File: src/rtl/mem_arb_pkg.sv
// Shared types and constants for the two-port instruction/data memory arbiter.
package mem_arb_pkg;

  typedef enum logic [1:0] {
    IDLE    = 2'd0,
    BUSY_IF = 2'd1,
    BUSY_DM = 2'd2
  } arb_state_e;

  typedef enum logic {
    GNT_IF = 1'b0,
    GNT_DM = 1'b1
  } arb_gnt_e;

  localparam logic [31:0] ERR_DATA = 32'hDEADBEEF;

  // On a conflict the data port wins unless rotation is enabled, in which case
  // the port that did not win last time is chosen.
  function automatic arb_gnt_e pick_grant(input logic if_elig, input logic dm_elig,
                                          input arb_gnt_e last_gnt, input logic rr_en);
    arb_gnt_e gnt;
    if (if_elig && dm_elig) begin
      if (rr_en && (last_gnt == GNT_DM)) begin
        gnt = GNT_IF;
      end else begin
        gnt = GNT_DM;
      end
    end else if (dm_elig) begin
      gnt = GNT_DM;
    end else begin
      gnt = GNT_IF;
    end
    return gnt;
  endfunction

endpackage

File: src/rtl/mem_arb_timer.sv
// Saturating wait counter for an outstanding memory access; expire asserts once
// the count reaches LIMIT.
module mem_arb_timer #(
  parameter int LIMIT = 255,
  parameter int CNT_W = 8
) (
  input  logic             clk_i,
  input  logic             rst_i,
  input  logic             clr,
  input  logic             load,
  input  logic [CNT_W-1:0] load_val,
  input  logic             en,
  output logic             expire
);

  localparam logic [CNT_W-1:0] LIMIT_C = CNT_W'(LIMIT);
  localparam logic [CNT_W-1:0] CNT_MAX = {CNT_W{1'b1}};
  localparam logic [CNT_W-1:0] CNT_ONE = CNT_W'(1);

  logic [CNT_W-1:0] cnt_r;

  // Counter register: clear beats load beats increment; holds at all-ones.
  always_ff @(posedge clk_i or posedge rst_i) begin
    if (rst_i) begin
      cnt_r <= {CNT_W{1'b0}};
    end else if (clr) begin
      cnt_r <= {CNT_W{1'b0}};
    end else if (load) begin
      cnt_r <= load_val;
    end else if (en && (cnt_r != CNT_MAX)) begin
      cnt_r <= cnt_r + CNT_ONE;
    end else begin
      cnt_r <= cnt_r;
    end
  end

  assign expire = (cnt_r >= LIMIT_C);

endmodule

File: src/rtl/mem_arbiter.sv
// Shares one single-ported memory between the fetch and data requesters.
// Define MEM_ARB_RR_EN to rotate grants on conflicts instead of favouring data.
module mem_arbiter
  import mem_arb_pkg::*;
#(
  parameter int ADDR_W      = 32,
  parameter int DATA_W      = 32,
  parameter int TIMEOUT_CYC = 255
) (
  input  logic              clk_i,
  input  logic              rst_i,
  input  logic              if_req_i,
  input  logic [ADDR_W-1:0] if_addr_i,
  output logic              if_ack_o,
  output logic [DATA_W-1:0] if_data_o,
  input  logic              dm_req_i,
  input  logic              dm_we_i,
  input  logic [ADDR_W-1:0] dm_addr_i,
  input  logic [DATA_W-1:0] dm_wdata_i,
  output logic              dm_ack_o,
  output logic [DATA_W-1:0] dm_rdata_o,
  output logic              mem_req_o,
  output logic              mem_we_o,
  output logic [ADDR_W-1:0] mem_addr_o,
  output logic [DATA_W-1:0] mem_wdata_o,
  input  logic              mem_ack_i,
  input  logic [DATA_W-1:0] mem_rdata_i,
  output logic              stall_o,
  output logic              err_o
);

  localparam int CNT_W = $clog2(TIMEOUT_CYC + 1);
  localparam logic [DATA_W-1:0] ERR_WORD = DATA_W'(ERR_DATA);

  arb_state_e        state_r, state_s;
  arb_gnt_e          gnt_sel_s;
  logic              if_elig_s, dm_elig_s;
  logic              grant_s, done_s, tmo_s, busy_s, expire_s, timer_clr_s;
  logic              mem_req_r, mem_we_r;
  logic [ADDR_W-1:0] mem_addr_r;
  logic [DATA_W-1:0] mem_wdata_r;
  logic              if_ack_r, dm_ack_r, err_r;
  logic [DATA_W-1:0] if_data_r, dm_rdata_r;

  // A requester whose ack is showing is still holding last access's request.
  assign if_elig_s   = if_req_i & ~if_ack_r;
  assign dm_elig_s   = dm_req_i & ~dm_ack_r;
  assign busy_s      = (state_r == BUSY_IF) || (state_r == BUSY_DM);
  assign timer_clr_s = done_s | tmo_s;

`ifdef MEM_ARB_RR_EN
  arb_gnt_e last_gnt_r;

  assign gnt_sel_s = pick_grant(if_elig_s, dm_elig_s, last_gnt_r, 1'b1);

  // Remembers the winner of the most recent grant for rotation.
  always_ff @(posedge clk_i or posedge rst_i) begin
    if (rst_i) begin
      last_gnt_r <= GNT_IF;
    end else if (grant_s) begin
      last_gnt_r <= gnt_sel_s;
    end else begin
      last_gnt_r <= last_gnt_r;
    end
  end
`else
  assign gnt_sel_s = pick_grant(if_elig_s, dm_elig_s, GNT_IF, 1'b0);
`endif

  // Next-state and grant/completion decode.
  always_comb begin
    state_s = state_r;
    grant_s = 1'b0;
    done_s  = 1'b0;
    tmo_s   = 1'b0;
    case (state_r)
      IDLE: begin
        if (if_elig_s || dm_elig_s) begin
          grant_s = 1'b1;
          if (gnt_sel_s == GNT_DM) begin
            state_s = BUSY_DM;
          end else begin
            state_s = BUSY_IF;
          end
        end else begin
          state_s = IDLE;
        end
      end
      BUSY_IF, BUSY_DM: begin
        if (mem_ack_i) begin
          done_s  = 1'b1;
          state_s = IDLE;
        end else if (expire_s) begin
          tmo_s   = 1'b1;
          state_s = IDLE;
        end else begin
          state_s = state_r;
        end
      end
      default: begin
        state_s = IDLE;
      end
    endcase
  end

  // State and memory-side request registers, latched at grant time.
  always_ff @(posedge clk_i or posedge rst_i) begin
    if (rst_i) begin
      state_r     <= IDLE;
      mem_req_r   <= 1'b0;
      mem_we_r    <= 1'b0;
      mem_addr_r  <= {ADDR_W{1'b0}};
      mem_wdata_r <= {DATA_W{1'b0}};
    end else begin
      state_r   <= state_s;
      mem_req_r <= (state_s != IDLE);
      if (grant_s) begin
        if (gnt_sel_s == GNT_DM) begin
          mem_addr_r  <= dm_addr_i;
          mem_we_r    <= dm_we_i;
          mem_wdata_r <= dm_wdata_i;
        end else begin
          mem_addr_r  <= if_addr_i;
          mem_we_r    <= 1'b0;
          mem_wdata_r <= {DATA_W{1'b0}};
        end
      end
    end
  end

  // Requester-side completion: ack pulses, returned data, sticky timeout flag.
  always_ff @(posedge clk_i or posedge rst_i) begin
    if (rst_i) begin
      if_ack_r   <= 1'b0;
      dm_ack_r   <= 1'b0;
      if_data_r  <= {DATA_W{1'b0}};
      dm_rdata_r <= {DATA_W{1'b0}};
      err_r      <= 1'b0;
    end else begin
      if_ack_r <= (done_s | tmo_s) & (state_r == BUSY_IF);
      dm_ack_r <= (done_s | tmo_s) & (state_r == BUSY_DM);
      if (state_r == BUSY_IF) begin
        if (done_s) begin
          if_data_r <= mem_rdata_i;
        end else if (tmo_s) begin
          if_data_r <= ERR_WORD;
        end
      end
      if (state_r == BUSY_DM) begin
        if (done_s && !mem_we_r) begin
          dm_rdata_r <= mem_rdata_i;
        end else if (tmo_s) begin
          dm_rdata_r <= ERR_WORD;
        end
      end
      if (tmo_s) begin
        err_r <= 1'b1;
      end
    end
  end

  // First busy cycle counts as one, so expiry lands on busy cycle TIMEOUT_CYC.
  mem_arb_timer #(
    .LIMIT (TIMEOUT_CYC),
    .CNT_W (CNT_W)
  ) u_timer (
    .clk_i    (clk_i),
    .rst_i    (rst_i),
    .clr      (timer_clr_s),
    .load     (grant_s),
    .load_val (CNT_W'(1)),
    .en       (busy_s),
    .expire   (expire_s)
  );

  assign mem_req_o   = mem_req_r;
  assign mem_we_o    = mem_we_r;
  assign mem_addr_o  = mem_addr_r;
  assign mem_wdata_o = mem_wdata_r;
  assign if_ack_o    = if_ack_r;
  assign if_data_o   = if_data_r;
  assign dm_ack_o    = dm_ack_r;
  assign dm_rdata_o  = dm_rdata_r;
  assign err_o       = err_r;
  assign stall_o     = (if_req_i & ~if_ack_r) | (dm_req_i & ~dm_ack_r);

endmodule
File: config.mk
export PLATFORM = sky130hd
export DESIGN_NAME = mem_arbiter
export DESIGN_NICKNAME = d
export VERILOG_FILES = /design/src/rtl/mem_arb_pkg.sv /design/src/rtl/mem_arb_timer.sv /design/src/rtl/mem_arbiter.sv
export SDC_FILE = /design/constraint.sdc
export NUM_CORES = 1
export LEC_CHECK = 0
export ABC_CLOCK_PERIOD_IN_PS = 9000
export CORE_ASPECT_RATIO = 0.5
export CORE_MARGIN = 8
export CORE_UTILIZATION = 46
export CTS_BUF_LIST = sky130_fd_sc_hd__clkbuf_8
export CTS_CLUSTER_DIAMETER = 200
export DETAILED_ROUTE_END_ITERATION = 16
export PLACE_DENSITY_LB_ADDON = 0.25
export SKIP_CTS_REPAIR_TIMING = 1
export SLEW_MARGIN = 10
export SYNTH_ARGS = -nofsm -noshare
export SYNTH_HDL_FRONTEND = slang
export SYNTH_SLANG_ARGS = --single-unit
File: constraint.sdc
create_clock -name clk_i -period 9 [get_ports clk_i]
set_clock_uncertainty 0.2 [all_clocks]
set_input_delay 0.9 -clock clk_i [delete_from_list [all_inputs] [get_ports clk_i]]
set_output_delay 0.9 -clock clk_i [all_outputs]
set_load 0.1 [all_outputs]
==> out/metrics.csv <==
metric;value;unit
WP depth;4;
routed vias/inst;5.24;
Floorplan Utilization;47.6;%
Mapped Area;0.00569;mm2
Place WS;5.16;ns
Clk Tree Root Cell;clkbuf_8;
Synth area leader;dfrtp_1;
Slew @ Worst Pin;1.12;ns
Max-Cap Viols;0;
iteration count of the initial detailed-routing pass;4;
most frequent cell after synthesis;dfrtp_1;
ANT cells;0;
critical path type;in2out;
cells after synthesis;483;
crit share post-route;42.6;%
Design Area, Final;0.00885;mm2
Inverters excl. clock;6;
largest net degree at the start of global routing;82;
top cells, area;dfrtp_1, a22o_1, o22a_1;
CTS tree;yes;
Slew Viols, Final;0;
Cell Type Count;39;
Slew headroom;24.9;%
slowest library cell on the worst path;clkdlybuf4s50_1;
sequential standard cell area;0.00358;mm2
Synth Area per Inst;11.8;um2
vias in the first global route;4886;
Clk Latency, worst-skew pair;0.42;ns
DP Wirelength;12.5;mm
Area leader share;62.9;%
flop count;143;
Routability Congestion;0.767;
Die ar.;0.0164;mm2
worst hold margin;0.277;ns
CP endpoint kind;output port;
fraction of area in multi-input gates;21.4;%
clock sink count;143;
r2r endpoint;dm_rdata_o[30];
Ports;268;
Reg2Reg Setup Slack;6.31;ns
Setup-failing EPs final;0;
Critical Path Fanout Max;2;
initial antenna violation count;0;
Final WS setup;5.16;ns
Req. time, crit path;7.90;ns
Synth Flop Type;dfrtp_1;
share of cells above drive strength 1;6.92;%
commonest cells in the synthesized netlist;dfrtp_1, nand2_1, a22o_1;
Setup crit end;stall_o;
worst path buffer plus inverter count;2;
initial drt markers;321;
Yosys reg bits;143;
clk cell area share;4.72;%
GRT overflow;0;
Post-Place Cells;884;
NonClk Buf Share;30.7;%
CP max stage delay;1.14;ns
CTS buffer count;17;
nonclk buf count;273;
setup TNS;0;ns
WP data arrival;2.74;ns
Layout Nets;877;
Peak Freq;261;MHz
area grow syn2layout;55.5;%
Clock Path Buffers;2;
comb_multi_in;297;
Seq share, synth;62.9;%
Synthesized Nets;622;
flip-flops with a built-in enable;0;
clk slew on worst S/H paths;0.08;ns
CP Cell Sequence;clkdlybuf4s50_1 -> nand2b_1 -> nand2_1 -> clkdlybuf4s50_1;
Worst setup SP type;primary input;
status;finished clean;
Final min period;3.84;ns
FF-to-FF path depth;6;
Synth Warn #;0;
cell family with most CP delay;buffers and inverters;
CP dominant cell by count;clkdlybuf4s50_1;
RSZ-0062 raised after global routing;false;
## state kept, by name (all words and copies together) (netlist names), 2 cells and up
name           count
dm_rdata_o        32
if_data_o         32
mem_addr_o        32
state_r            2
u_timer.cnt_r      8
mem_wdata_o       32
## how the worst min path moves through the flow
| stage | slack [ns] | endpoint | cells past startpoint | startpoint |
|---|---|---|---|---|
| 3_3_place_gp | 0.27 | err_o | 1 | err_o |
| 5_1_grt | 0.30 | err_o | 1 | err_o |
| 4_1_cts | 0.28 | err_o | 1 | err_o |
| 6_report | 0.28 | err_o | 1 | err_o |
| 3_5_place_dp | 0.27 | err_o | 1 | err_o |
| 2_1_floorplan | 0.29 | u_timer.cnt_r[3] | 1 | u_timer.cnt_r[3] |
## cells by family after synthesis
group	share of synthesized area (%)
buf+inv	4.09
compound gates	21.2
fa+ha+maj	1.10
flops	62.9
simple gates	10.7
## layout by cell type, fill, tap and decap left out, types with 2 or more instances in the layout
cell type,n
nor2b_1,3
clkdlybuf4s50_1,267
o21ai_0,7
nand3b_1,2
o22a_2,5
buf_4,6
inv_1,4
and2_1,3
inv_6,6
dfrtp_1,143
nor2_1,37
nand3_1,4
bufinv_16,2
o22a_1,43
nand2b_1,3
inv_8,5
nand4_1,3
nand2_1,74
ha_1,5
clkbuf_8,18
a31oi_1,36
a21oi_1,7
a22o_1,49
## layer usage
| metal | up-vias | share of wire [%] | routed length, um | GRT usage (%) |
|---|---|---|---|---|
| met5 | - | 0 | 0 | 0 |
| met4 | 0 | 1.5 | 263 | 6.13 |
| met3 | 19 | 7.0 | 1210 | 7.17 |
| met2 | 197 | 48 | 8410 | 35.4 |
| met1 | 2323 | 43 | 7450 | 25.4 |
| li1 | 2262 | - | - | - |
==> images/clock_map.png <==
Bar = 50 um.
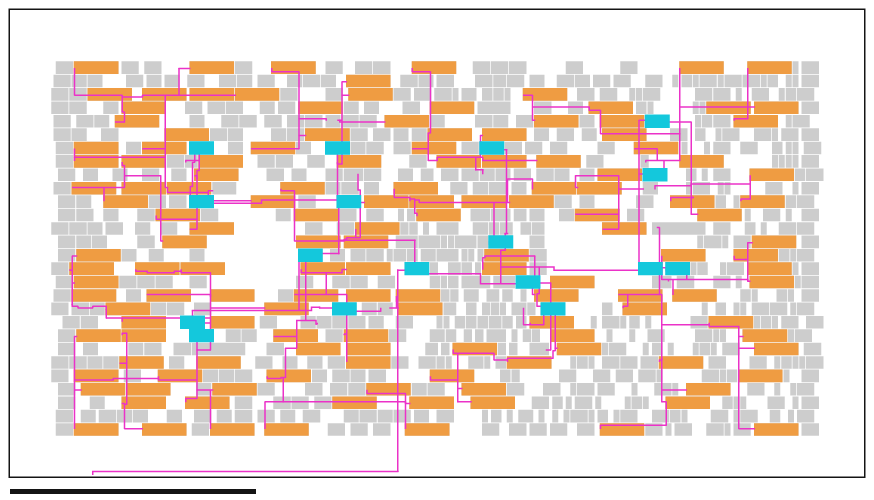
[clock wires] magenta | length: 1650 um
[flip-flops] orange | count: 143
[cells driving clock nets] cyan | count: 17
routed clock nets: 18

==> images/metal_stack.png <==
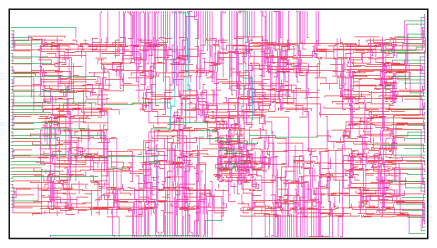
[met4] cyan | wire length: 264 um
[met3] green | wire length: 1210 um
[met2] magenta | wire length: 8410 um
[met1] red | wire length: 7450 um
All-Layer GR Usage: 20.9%
vias: 4801
DR WL/cell: 18.9 um
Post-Route WL: 17.3 mm

==> images/final_placement.png <==
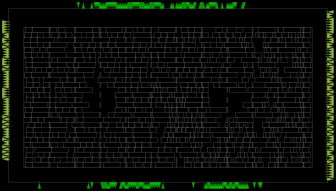
Layout Utilization: 74.1%
cell row count: 28

==> images/pins.png <==
Pins as bars across the die edge, other pins in gray.
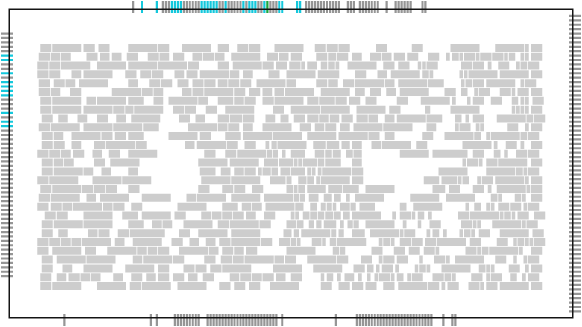
[mem_wdata_o] cyan | pins: 32 | direction: output | edge: 22 north, 10 west
[dm_we_i] green | pins: 1 | direction: input | edge: north
# port buffers: 267
die y size: 94.6 um
die width: 173 um

==> images/cell_classes.png <==
Fill, decap, tap and diode cells in gray.
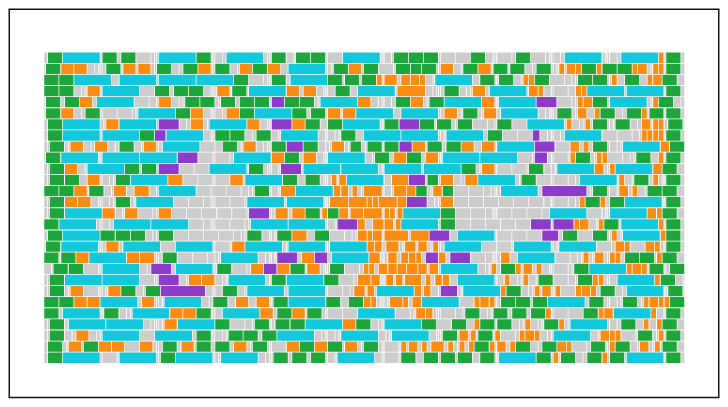
[all other logic] orange | cells: 303 | share of their area: 22%
[flip-flops] cyan | cells: 143 | share of their area: 41%
[other buffers and delay cells] green | cells: 273 | share of their area: 31%
[clock drivers and dummy loads] purple | cells: 32 | share of their area: 4.8%

